==> run_1/metal_stack.png <==
Only two layers are drawn.
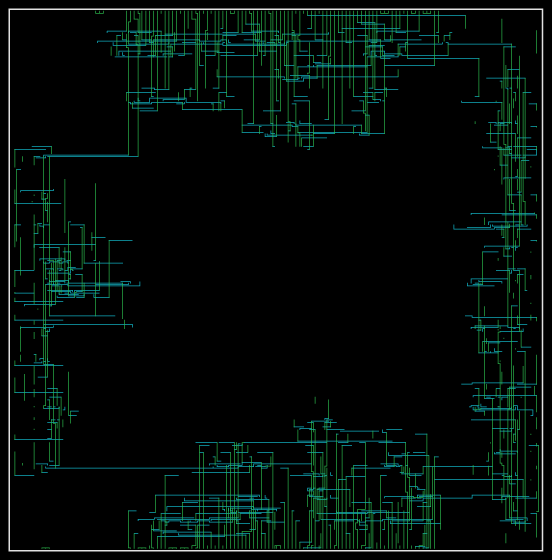
==> run_1/gate_families.png <==
Scale bar: 50 um.
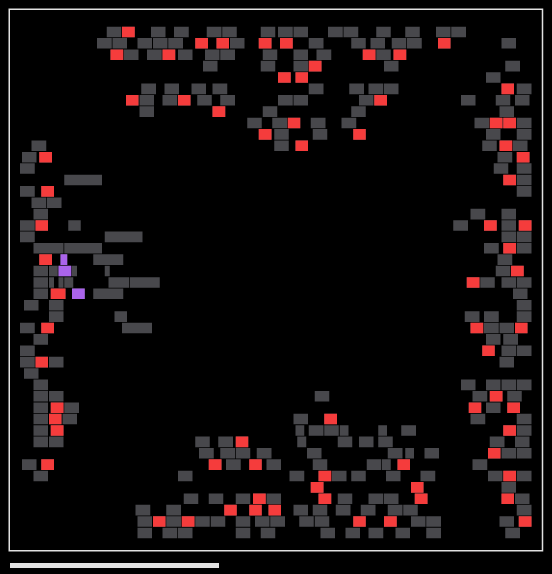
==> run_1/cell_classes.png <==
Fill, decap, tap and diode cells in grey.
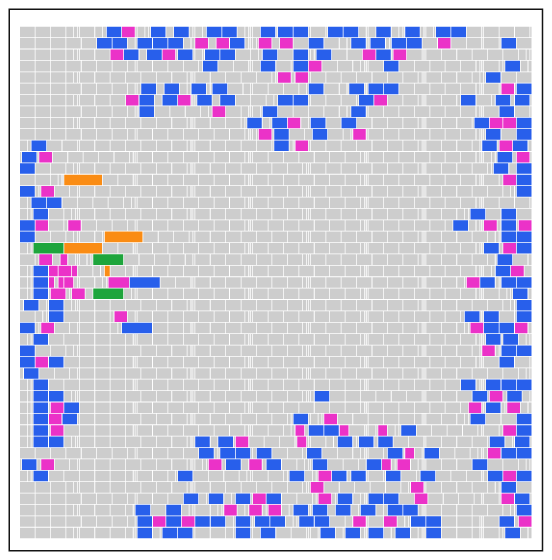
## config.mk

```make
export PLATFORM = sky130hd
export DESIGN_NAME = wb_arbiter_2m
export DESIGN_NICKNAME = d
export VERILOG_FILES = /design/src/rtl/wb_arbiter_2m.sv
export SDC_FILE = /design/constraint.sdc
export NUM_CORES = 1
export LEC_CHECK = 0
export ABC_AREA = 0
export CAP_MARGIN = 20
export CORE_AREA = 2 2 125 127
export CTS_CLUSTER_SIZE = 8
export DETAILED_ROUTE_END_ITERATION = 8
export DIE_AREA = 0 0 127 129
export PLACE_DENSITY_LB_ADDON = 0.2
export SYNTH_ARGS = -nofsm -noshare
export SYNTH_HDL_FRONTEND = slang
export SYNTH_SLANG_ARGS = --single-unit
```

## constraint.sdc

```tcl
create_clock -name clk_bus -period 3.83 [get_ports clk_bus]
set_input_delay 1.149 -clock clk_bus [delete_from_list [all_inputs] [get_ports clk_bus]]
set_output_delay 1.149 -clock clk_bus [all_outputs]
set_load 0.02 [all_outputs]
```

## src/rtl/wb_arbiter_2m.sv

```systemverilog
// Two-master, one-slave Wishbone round-robin arbiter; grant held for a whole cyc.
// Optional response watchdog compiled in with `define WB_ARB_WATCHDOG_EN.
module wb_arbiter_2m #(
    parameter int unsigned TIMEOUT = 255
) (
    input  logic        clk_bus,
    input  logic        rst_bus,

    input  logic        m0_cyc_i,
    input  logic        m0_stb_i,
    input  logic        m0_we_i,
    input  logic [3:0]  m0_sel_i,
    input  logic [31:0] m0_adr_i,
    input  logic [31:0] m0_dat_i,
    output logic [31:0] m0_dat_o,
    output logic        m0_ack_o,
    output logic        m0_err_o,
    output logic        m0_rty_o,

    input  logic        m1_cyc_i,
    input  logic        m1_stb_i,
    input  logic        m1_we_i,
    input  logic [3:0]  m1_sel_i,
    input  logic [31:0] m1_adr_i,
    input  logic [31:0] m1_dat_i,
    output logic [31:0] m1_dat_o,
    output logic        m1_ack_o,
    output logic        m1_err_o,
    output logic        m1_rty_o,

    output logic        s_cyc_o,
    output logic        s_stb_o,
    output logic        s_we_o,
    output logic [3:0]  s_sel_o,
    output logic [31:0] s_adr_o,
    output logic [31:0] s_dat_o,
    input  logic [31:0] s_dat_i,
    input  logic        s_ack_i,
    input  logic        s_err_i,
    input  logic        s_rty_i,

    output logic [1:0]  gnt_o
);

    // State encoding doubles as the one-hot grant vector.
    localparam logic [1:0] IDLE = 2'b00;
    localparam logic [1:0] OWN0 = 2'b01;
    localparam logic [1:0] OWN1 = 2'b10;

    logic [1:0] state, state_nxt;
    logic       last, last_nxt;
    logic       stb_raw;
    logic       wd_fire;
    logic       own0, own1;

    assign own0 = (state == OWN0);
    assign own1 = (state == OWN1);

    always_comb begin
        // NOTE: every always_comb output gets a default first so no path can infer a latch.
        state_nxt = state;
        last_nxt  = last;
        unique case (state)
            IDLE: begin
                if (m0_cyc_i && (!m1_cyc_i || last)) state_nxt = OWN0;
                else if (m1_cyc_i)                   state_nxt = OWN1;
            end
            OWN0: begin
                if (!m0_cyc_i) begin
                    state_nxt = IDLE;
                    last_nxt  = 1'b0;
                end
            end
            OWN1: begin
                if (!m1_cyc_i) begin
                    state_nxt = IDLE;
                    last_nxt  = 1'b1;
                end
            end
            default: state_nxt = IDLE;
        endcase
    end

    always_ff @(posedge clk_bus) begin
        // NOTE: sequential state uses non-blocking assignments so all flops update together.
        if (rst_bus) begin
            state <= IDLE;
            last  <= 1'b1;
        end else begin
            state <= state_nxt;
            last  <= last_nxt;
        end
    end

    always_comb begin
        s_cyc_o = 1'b0;
        stb_raw = 1'b0;
        s_we_o  = 1'b0;
        s_sel_o = '0;
        s_adr_o = '0;
        s_dat_o = '0;
        if (own0) begin
            s_cyc_o = m0_cyc_i;
            stb_raw = m0_stb_i;
            s_we_o  = m0_we_i;
            s_sel_o = m0_sel_i;
            s_adr_o = m0_adr_i;
            s_dat_o = m0_dat_i;
        end else if (own1) begin
            s_cyc_o = m1_cyc_i;
            stb_raw = m1_stb_i;
            s_we_o  = m1_we_i;
            s_sel_o = m1_sel_i;
            s_adr_o = m1_adr_i;
            s_dat_o = m1_dat_i;
        end
    end

    // A watchdog abort replaces the stalled strobe with a synthetic error.
    assign s_stb_o  = stb_raw & ~wd_fire;
    assign gnt_o    = state;

    assign m0_dat_o = s_dat_i;
    assign m1_dat_o = s_dat_i;
    assign m0_ack_o = own0 & s_ack_i;
    assign m0_err_o = own0 & (s_err_i | wd_fire);
    assign m0_rty_o = own0 & s_rty_i;
    assign m1_ack_o = own1 & s_ack_i;
    assign m1_err_o = own1 & (s_err_i | wd_fire);
    assign m1_rty_o = own1 & s_rty_i;

`ifdef WB_ARB_WATCHDOG_EN
    localparam int unsigned CW = $clog2(TIMEOUT + 1);

    logic [CW-1:0] wd_cnt;
    logic          any_rsp;

    assign any_rsp = s_ack_i | s_err_i | s_rty_i;
    // Fires on the cycle that would bring the stalled-strobe count up to TIMEOUT.
    assign wd_fire = stb_raw && !any_rsp && (wd_cnt == CW'(TIMEOUT - 1));

    always_ff @(posedge clk_bus) begin
        if (rst_bus || (state == IDLE) || any_rsp || wd_fire) wd_cnt <= '0;
        else if (stb_raw)                                     wd_cnt <= wd_cnt + 1'b1;
    end
`else
    logic unused_timeout;

    assign wd_fire        = 1'b0;
    assign unused_timeout = ^TIMEOUT;
`endif

endmodule

```

==> results.txt, run 1 <==
flow finished, numbers: register share after synthesis=0.0414, status=complete, no violations, number of global-route vias before repair=1773, DP HPWL=5.52 mm, Compound-Gate Fraction of Synth Area=0.451, Initial DRC Count=73, Initial Util=0.0969, Gate Count Post-Synth=172, Post-CTS Setup Bufs=0, Vias per Instance=3.67, Antenna Diode Count=0, commonest cells in the synthesized netlist=71 x a22o_1, 64 x buf_4, 15 x buf_6, VDD IR max=0.000237 V, CTS tree=built, Final Hold Viols=0, fraction of layout cells with a size suffix above 1=0.0248, flip-flops with a built-in enable=0, I/O pin count=322, crit path kind=primary input to output pin, XOR Share, Synth=0, clk buf depth=2, Synth top area share=0.428, hold wc startpoint=last$_SDFFE_PP1P_, nets=503, maxcap violations=0, antenna violations before repair=0, H-tree level count=1, fill cell count=1653, Hold Buf Count CTS=0, critical path required time=2.68 ns, Synth area leader=a22o_1, Clock Latency Late Sink=0.22 ns, Largest logic family=buffers and inverters, Final Worst Setup Slack=0.0921 ns, Clk pin slew, worst setup/hold paths=0.03 ns, die width=127 um, Setup TNS Final=0 ns, Floorplan Nets=351, period utilization=0.976, worst r2r src=gnt_o[0]$_SDFFE_PP0P_, RD Place Congestion=0.731, ys async rst share=0, simple share=0.0500, drc violations=0, Place WS=0.0595 ns, Combinational Area=736 um2, clock root cell=clkbuf_16, post-DR wirelength/cell=13.9 um, CP Capture Type=output pin, HP Class=flip-flop to flip-flop, Mapped Avg Cell Area=8.44 um2, Yosys warnings=0, Rel. slew slack=0.730, drt first pass iters=4
Notes on metal_stack.png above:
met1 -> cyan  # wire length 2570 um
met2 -> green  # wire length 3650 um
DR vias: 1875
Routed WL: 7.11 mm

Notes on gate_families.png above:
inverting AOI/OAI gates -> purple  # cells 3
AND-OR and OR-AND gates -> red  # cells 72, most used a22o_1, where spread over the die
fin cells: 511
Comb/total area: 0.216
Commonest Layout Cell: clkdlybuf4s50_1

Notes on cell_classes.png above:
other buffers and delay cells -> blue  # cells 227, share of their area 72%
clock drivers and dummy loads -> orange  # cells 4, share of their area 2.5%
all other logic -> magenta  # cells 89, share of their area 24%
flip-flops -> green  # cells 3, share of their area 1.9%
sequential cell area share: 0.0176
final std cell area, no fill: 3410 um2
post-route core utilization: 0.228
area of the core: 15000 um2

[run 1: repair_timing]
item,in CTS,in global routing
resized,0,1
endpoints found under the setup margin,0,1
hold endpoints to repair,0,0
[run 1: cell families (layout without fill, tap and decap cells)]
group	Yosys count	count (layout)
AND/OR/NAND/NOR	11	11
flip-flops	3	3
buffers and inverters	83	234
AND-OR/OR-AND	75	75
[run 1: sequential cells by signal, indices dropped and copies added, names as in the netlist]
register / flops
gnt_o: 2
last: 1
[run 1: critical path: stages]
cell and delay (ns):
clkdlybuf4s50_1 0.48, nor2b_2 0.20, a22o_1 0.15, clkdlybuf4s50_1 0.61
[run 1: power by group]
group          internal [W]  total (W)  switching (W)
registers         0.0000332  0.0000360     0.00000282
logic              0.000260   0.000415       0.000155
clock network      0.000137   0.000167      0.0000293
total              0.000431   0.000617       0.000187
[run 1: final timing paths]
path | to | slack (ns) | cells past startpoint
worst min register to register | last$_SDFFE_PP1P_ | 0.49 | 2
worst max-delay path | s_cyc_o | 0.09 | 4
worst max register to register | gnt_o[0]$_SDFFE_PP0P_ | 2.72 | 2
worst min-delay path | last$_SDFFE_PP1P_ | 0.49 | 2
[run 1: cell type report]
| type | count | area share |
|---|---|---|
| Sequential cell | 3 | 0.0176 |
| Inverter | 3 | 0.00330 |
| Clock buffer | 4 | 0.0231 |
| Timing Repair Buffer | 227 | 0.672 |
| Tap cell | 188 | 0.0689 |
| Multi-Input combinational cell | 86 | 0.216 |
[run 1: metal layers]
metal / share of wire / vias up / GRT usage
li1: - / 889 / -
met4: 0.026 / 0 / 0.0252
met3: 0.10 / 22 / 0.0183
met2: 0.51 / 139 / 0.133
met5: 0 / - / 0
met1: 0.36 / 825 / 0.0811
[run 1: through the flow]
step | hold slack [ns] | cell area, um2 | std cells | util | power, W
after floorplan | 0.443 | 1450 | 172 | - | 0.000294
after global placement | 0.479 | 3330 | 507 | 0.222 | 0.000453
after detailed placement | 0.482 | 3330 | 507 | 0.222 | 0.000453
after CTS | 0.490 | 3410 | 511 | 0.228 | 0.000625
after global routing | 0.535 | 3410 | 511 | 0.228 | 0.000648
final | 0.486 | 3410 | 511 | 0.228 | 0.000617
[run 1: cells in the final DEF, fill, tap and decap left out]
cell / synthesis / layout
clkbuf_16: 0 / 3
nand2b_1: 1 / 1
and2b_2: 0 / 1
buf_12: 0 / 2
clkdlybuf4s50_1: 0 / 225
a2111oi_0: 1 / 1
dfxtp_1: 3 / 3
o311a_1: 1 / 1
a21oi_1: 1 / 1
o221ai_1: 1 / 1
nor2b_1: 2 / 1
clkbuf_1: 1 / 1
inv_1: 3 / 3
nor2b_4: 0 / 1
a22o_1: 71 / 71
and2_1: 6 / 6
nor2b_2: 1 / 1
==> run 2, diff against run 1 <==
--- a/config.mk
+++ b/config.mk
@@ -6,7 +6,6 @@
 export NUM_CORES = 1
 export LEC_CHECK = 0
 export ABC_AREA = 0
-export CAP_MARGIN = 20
 export CORE_AREA = 2 2 125 127
 export CTS_CLUSTER_SIZE = 8
 export DETAILED_ROUTE_END_ITERATION = 8
==> run_2/final_clocks.png <==
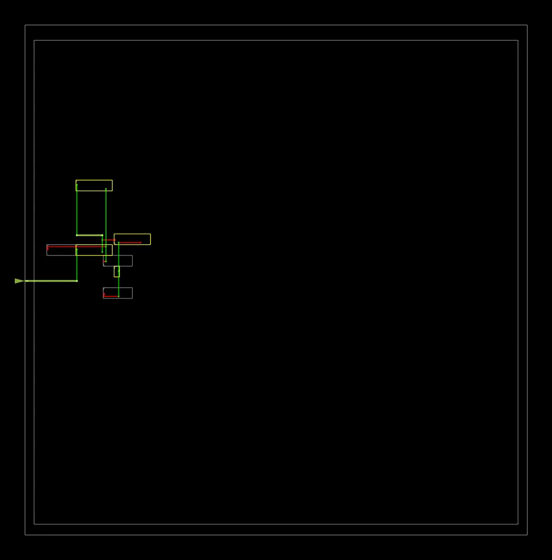
Clock Latency Late Sink: 0.22 ns
Sink Count: 3
Clock group: 0.000167 W

==> results.txt, run 2 <==
flow finished, numbers: crit path kind=primary input to output pin, HP Class=flip-flop to flip-flop, Routed WL=7.11 mm (unchanged), RD Place Congestion=0.731 (unchanged), Worst path most repeated cell=clkdlybuf4s50_1, hold wc startpoint=last$_SDFFE_PP1P_, commonest cells in the synthesized netlist=71 x a22o_1, 64 x buf_4, 15 x buf_6, DR vias=1875 (unchanged), Largest register FFs=2 (unchanged), Mapped Avg Cell Area=8.44 um2 (unchanged), CP Capture Type=output pin, drc violations=0 (unchanged), grt peak-use layer=met2, cell breakdown of the critical path=clkdlybuf4s50_1 -> nor2b_2 -> a22o_1 -> clkdlybuf4s50_1, Yosys warnings=0 (unchanged), FF-to-FF path depth=2 (unchanged), flip-flops with a built-in enable=0 (unchanged), Crit path largest cell delay=0.61 ns (about the same), H-tree level count=1 (unchanged), Gate Count Post-Synth=172 (unchanged), area of the core=15000 um2 (unchanged), status=complete, no violations, die width=127 um (unchanged), DP HPWL=5.52 mm (unchanged), Post-CTS Setup Bufs=0 (unchanged), clock root cell=clkbuf_16, Setup TNS Final=0 ns (unchanged), Synth top area share=0.428 (unchanged), critical path required time=2.68 ns (about the same), period utilization=0.976 (unchanged), Commonest Layout Cell=clkdlybuf4s50_1, clk buf depth=2 (unchanged), CTS tree=built, maxcap violations=0 (unchanged), post-DR wirelength/cell=13.9 um (unchanged), Hold Buf Count CTS=0 (unchanged), fraction of layout cells with a size suffix above 1=0.0248 (unchanged), antenna violations before repair=0 (unchanged), drt first pass iters=4 (unchanged), Slowest cell on crit path=clkdlybuf4s50_1, I/O pin count=322 (unchanged), grt met1 use=0.0811 (unchanged), Rel. slew slack=0.730 (unchanged), Final Hold Viols=0 (unchanged), final hold slack=0.486 ns (unchanged), Synth area leader=a22o_1, ys async rst share=0 (unchanged), nets=503 (unchanged), Antenna Diode Count=0 (unchanged)
==> run_2/gate_families.png <==
Scale bar: 50 um.
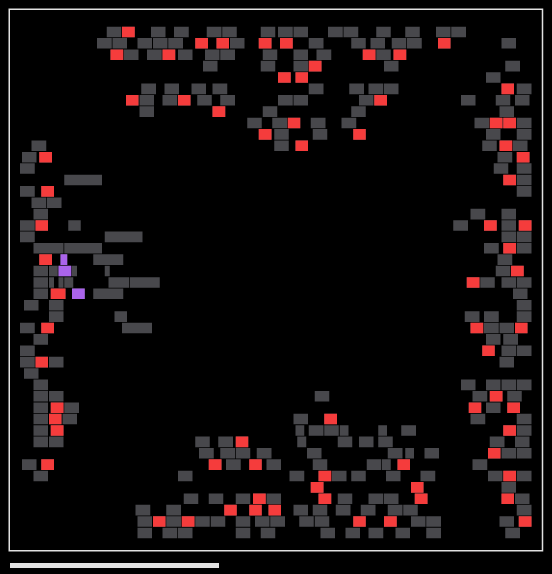
inverting AOI/OAI gates -> purple  # cells 3
AND-OR and OR-AND gates -> red  # cells 72, most used a22o_1, where spread over the die

[run 2: cell counts after synthesis]
No cell type changed its count.
[run 2: what timing repair did]
| action | in CTS | in global routing |
|---|---|---|
| hold endpoints to repair | 0 | 0 |
| resized | 0 | 1 |
| endpoints found under the setup margin | 0 | 1 |
[run 2: power by group]
group | total (W) | internal, W | leakage, nW | switching [W]
clock | 0.000167 | 0.000137 | 0.0382 | 0.0000293
combinational | 0.000415 | 0.000260 | 1.18 | 0.000155
sequential | 0.0000360 | 0.0000332 | 0.0247 | 0.00000282
[run 2: worst paths after layout]
path                                               to
worst max register to register  gnt_o[0]$_SDFFE_PP0P_
worst min-delay path                last$_SDFFE_PP1P_
worst min register to register      last$_SDFFE_PP1P_
worst max-delay path                          s_cyc_o
[run 2: metrics by stage]
| stage | worst slack (ns) | utilization | instance area (um2) | instances | total power [W] |
|---|---|---|---|---|---|
| final | 0.0921 | 0.228 | 3410 | 511 | 0.000617 |
| after global routing | 0.0379 | 0.228 | 3410 | 511 | 0.000648 |
| after CTS | 0.0612 | 0.228 | 3410 | 511 | 0.000625 |
| after detailed placement | 0.0595 | 0.222 | 3330 | 507 | 0.000453 |
| after global placement | 0.108 | 0.222 | 3330 | 507 | 0.000453 |
| after floorplan | 1.11 | - | 1450 | 172 | 0.000294 |
[run 2: area by class of cell]
type                    instances  area [um2]
repair buffers                227        2290
clock buffers                   4        78.8
inverters                       3        11.3
multi-input cells              86         736
well taps                     188         235
fillers                      1653       11600
flip-flops and latches          3        60.1
[run 2: worst max-delay path: cells and delay by family]
| family | cells | cell delay (ns) |
|---|---|---|
| buf+inv | 2 | 1.09 |
| simple gates | 1 | 0.20 |
| compound gates | 1 | 0.15 |
[run 2: cell families after synthesis]
| group | share of synthesized area |
|---|---|
| buffers and inverters | 0.458 |
| and+or+nand+nor | 0.0500 |
| DFF | 0.0414 |
| AOI/OAI and AO/OA | 0.451 |
[run 2: layer usage]
metal | vias up | routed length, um
met4 | 0 | 183
li1 | 889 | -
met1 | 825 | 2570
met3 | 22 | 709
met5 | - | 0
met2 | 139 | 3650
==> run_2/metal_stack.png <==
Only two layers are drawn.
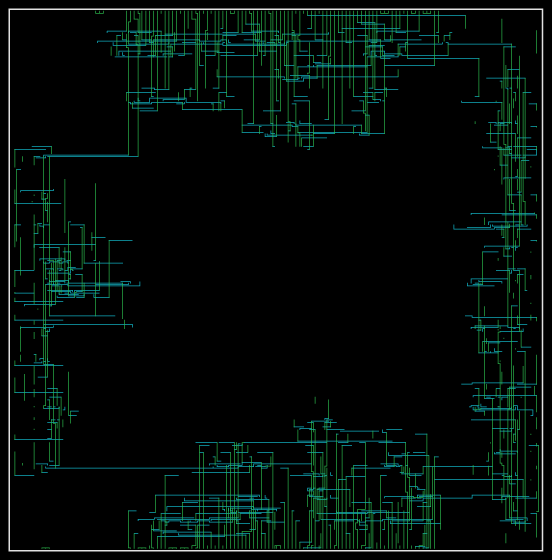

==> run 3, diff against run 2 <==
--- a/config.mk
+++ b/config.mk
@@ -6,10 +6,11 @@
 export NUM_CORES = 1
 export LEC_CHECK = 0
 export ABC_AREA = 0
-export CORE_AREA = 2 2 125 127
+export CAP_MARGIN = 30
+export CORE_AREA = 2 2 124 126
 export CTS_CLUSTER_SIZE = 8
 export DETAILED_ROUTE_END_ITERATION = 8
-export DIE_AREA = 0 0 127 129
+export DIE_AREA = 0 0 126 128
 export PLACE_DENSITY_LB_ADDON = 0.2
 export SYNTH_ARGS = -nofsm -noshare
 export SYNTH_HDL_FRONTEND = slang
==> constraint.sdc (replaced) <==
create_clock -name clk_bus -period 4.1 [get_ports clk_bus]
set_input_delay 1.23 -clock clk_bus [delete_from_list [all_inputs] [get_ports clk_bus]]
set_output_delay 1.23 -clock clk_bus [all_outputs]
set_load 0.02 [all_outputs]
==> run_3/metal_stack.png <==
Only two layers are drawn.
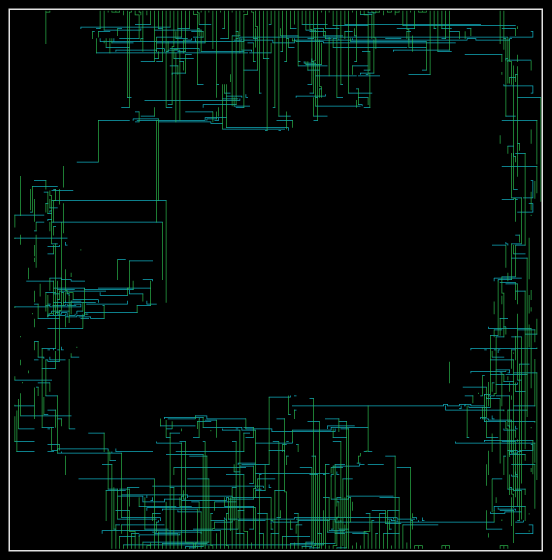
met2 -> green  # wire length 3630 um
met1 -> cyan  # wire length 2680 um
Routed WL: 7.25 mm
post-DR wirelength/cell: 14.2 um

==> results.txt, run 3 <==
flow finished, numbers: I/O pin count=322 (unchanged), DR vias=1872 (-0.16%), Crit path largest cell delay=0.60 ns (about the same), number of global-route vias before repair=1820, DP HPWL=5.65 mm (+2.5%), area of the core=14900 um2 (-0.75%), Final setup viols=0, VDD IR max=0.000324 V, sequential power share=0.058 (about the same), HP Class=flip-flop to flip-flop, Clk pwr share=0.268 (-0.002), Pleak=1.24 nW, post-CTS resize count=0 (unchanged), number of standard cells reported by yosys=172, Yosys warnings=0 (unchanged), Buf+Inv Stages, Crit Path=2 (unchanged), Gate Count Post-Synth=172 (unchanged), crit path kind=primary input to output pin, cell breakdown of the critical path=clkdlybuf4s50_1 -> nor2b_1 -> a22o_1 -> clkdlybuf4s50_1, clock root cell=clkbuf_16, Commonest Layout Cell=clkdlybuf4s50_1, critical path required time=2.87 ns (+0.19 ns), CTS tree=built, antenna violations before repair=0 (unchanged), Synth top cell by count=a22o_1, Synth area leader=a22o_1, status=complete, no violations, H-tree level count=1 (unchanged), flip-flops with a built-in enable=0 (unchanged), Clock Latency Late Sink=0.22 ns (about the same), count of cell types in the netlist=15, Hold Buf Count CTS=0 (unchanged), Largest register FFs=2 (unchanged), Top area cell types=a22o_1 43%, buf_4 33%, buf_6 12%, Final Hold Viols=0 (unchanged), All-Layer GR Usage=0.0764, commonest cells in the synthesized netlist=71 x a22o_1, 64 x buf_4, 15 x buf_6, Slowest cell on crit path=clkdlybuf4s50_1, register share after synthesis=0.0414, Post-CTS Setup Bufs=0 (unchanged), Worst-Margin Slew=0.337 ns, Final Skew=0.00113 ns, Antenna Diode Count=0 (unchanged), Log Warnings=26, Synth-to-Final Area Change=135%, Worst path most repeated cell=clkdlybuf4s50_1, post-route core utilization=0.229 (+0.00156), Initial Util=0.0976, Synth top area share=0.428 (unchanged), internal power=0.000402 W (-6.7%), Setup TNS Final=0 ns (unchanged), worst r2r src=gnt_o[0]$_SDFFE_PP0P_, drc violations=0 (unchanged), fraction of layout cells with a size suffix above 1=0.0217 (-0.00310), fmax=256 MHz, chip area=16100 um2, Sink Count=3 (unchanged), top logic cells by instance count in the layout=225 x clkdlybuf4s50_1, 71 x a22o_1, 6 x and2_1, RD Place Congestion=0.747 (+2.3%), maxcap violations=0 (unchanged), crit path from=m1_cyc_i, drt first pass iters=4 (unchanged), Placement Rows=45, nets=503 (unchanged), clk buf depth=2 (unchanged), Pins Over Slew Limit=0, largest net degree at the start of global routing=75, switching portion of total power=0.302 (-0.000796), Mapped Avg Cell Area=8.44 um2 (unchanged), CP Capture Type=output pin, fill cell count=1658 (+0.30%), delay-heaviest family, CP=buffers and inverters, ys async rst share=0 (unchanged), NetSw=0.000174 W (-7.0%), combinational group share of total power=0.674 (+0.003), Rel. slew slack=0.770 (+0.0400), period utilization=0.951, ys flops=3, gr ovfl total=0, hold wc startpoint=last$_SDFFE_PP1P_
==> run_3/pins.png <==
Pins as bars across the die edge, other pins in grey.
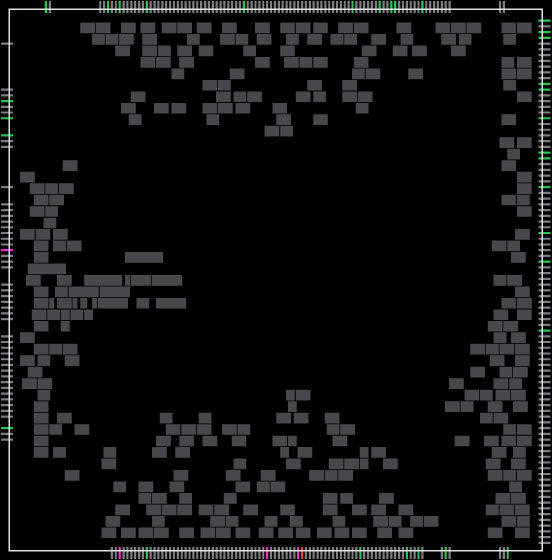
m0_err_o -> red  # pins 1, direction output, edge bottom
m1_dat_o -> green  # pins 32, direction output, edge 12 right, 10 top, 6 bottom, 4 left
s_sel_o -> magenta  # pins 4, direction output, edge 3 bottom, 1 left
all pins by edge = 95 top, 92 right, 87 bottom, 48 left
Port Buffers: 225
die height: 128 um
die width: 126 um

-- run 3: worst min-delay path, stage by stage (launching register included) --
cell	delay, ns
dfxtp_1	0.32
a21oi_1	0.07
o221ai_1	0.07
-- run 3: power groups by stage --
stage	registers (W)	clock network (W)	logic, W
after floorplan	0.0000344	0	0.000240
after global placement	0.0000338	0	0.000390
after detailed placement	0.0000338	0	0.000390
after CTS	0.0000334	0.000157	0.000392
after global routing	0.0000339	0.000161	0.000407
final	0.0000335	0.000154	0.000388
-- run 3: layer usage --
layer	vias to the layer above	share of wire	global-route usage
met5	-	0	0
met4	0	0.022	0.0207
met3	17	0.11	0.0292
met2	134	0.50	0.137
met1	834	0.37	0.0845
li1	887	-	-
-- run 3: path summary, 6_finish.rpt --
check / to / slack, ns / cells past startpoint
min reg2reg: last$_SDFFE_PP1P_ / 0.49 / 2
max reg2reg: gnt_o[0]$_SDFFE_PP0P_ / 3.08 / 2
min: last$_SDFFE_PP1P_ / 0.49 / 2
max: s_cyc_o / 0.20 / 4
-- run 3: logic make-up (layout without fill, tap and decap cells) --
kind of cell,after synthesis,count (layout),synth area share
buffers and inverters,83,234,0.458
AND-OR/OR-AND,75,75,0.451
AND/OR/NAND/NOR,11,11,0.0500
flip-flops,3,3,0.0414
-- run 3: cell type report --
| cell class | count | area, um2 | share of cell area |
|---|---|---|---|
| repair buffers | 227 | 2290 | 0.672 |
| clock buffers | 4 | 78.8 | 0.0231 |
| multi-input cells | 86 | 733 | 0.215 |
| inverters | 3 | 11.3 | 0.00330 |
| well taps | 188 | 235 | 0.0690 |
| flip-flops and latches | 3 | 60.1 | 0.0176 |
-- run 3: per-stage QoR --
step	worst slack, ns	std cells	total power [W]	hold slack [ns]	cell area, um2
2_1_floorplan	1.22	172	0.000275	0.443	1450
3_3_place_gp	0.203	507	0.000424	0.484	3330
3_5_place_dp	0.220	507	0.000423	0.481	3330
4_1_cts	0.193	511	0.000582	0.492	3410
5_1_grt	0.107	511	0.000602	0.531	3410
6_report	0.199	511	0.000576	0.490	3410
No activity file was given, so power comes from the tool's default toggle rates.
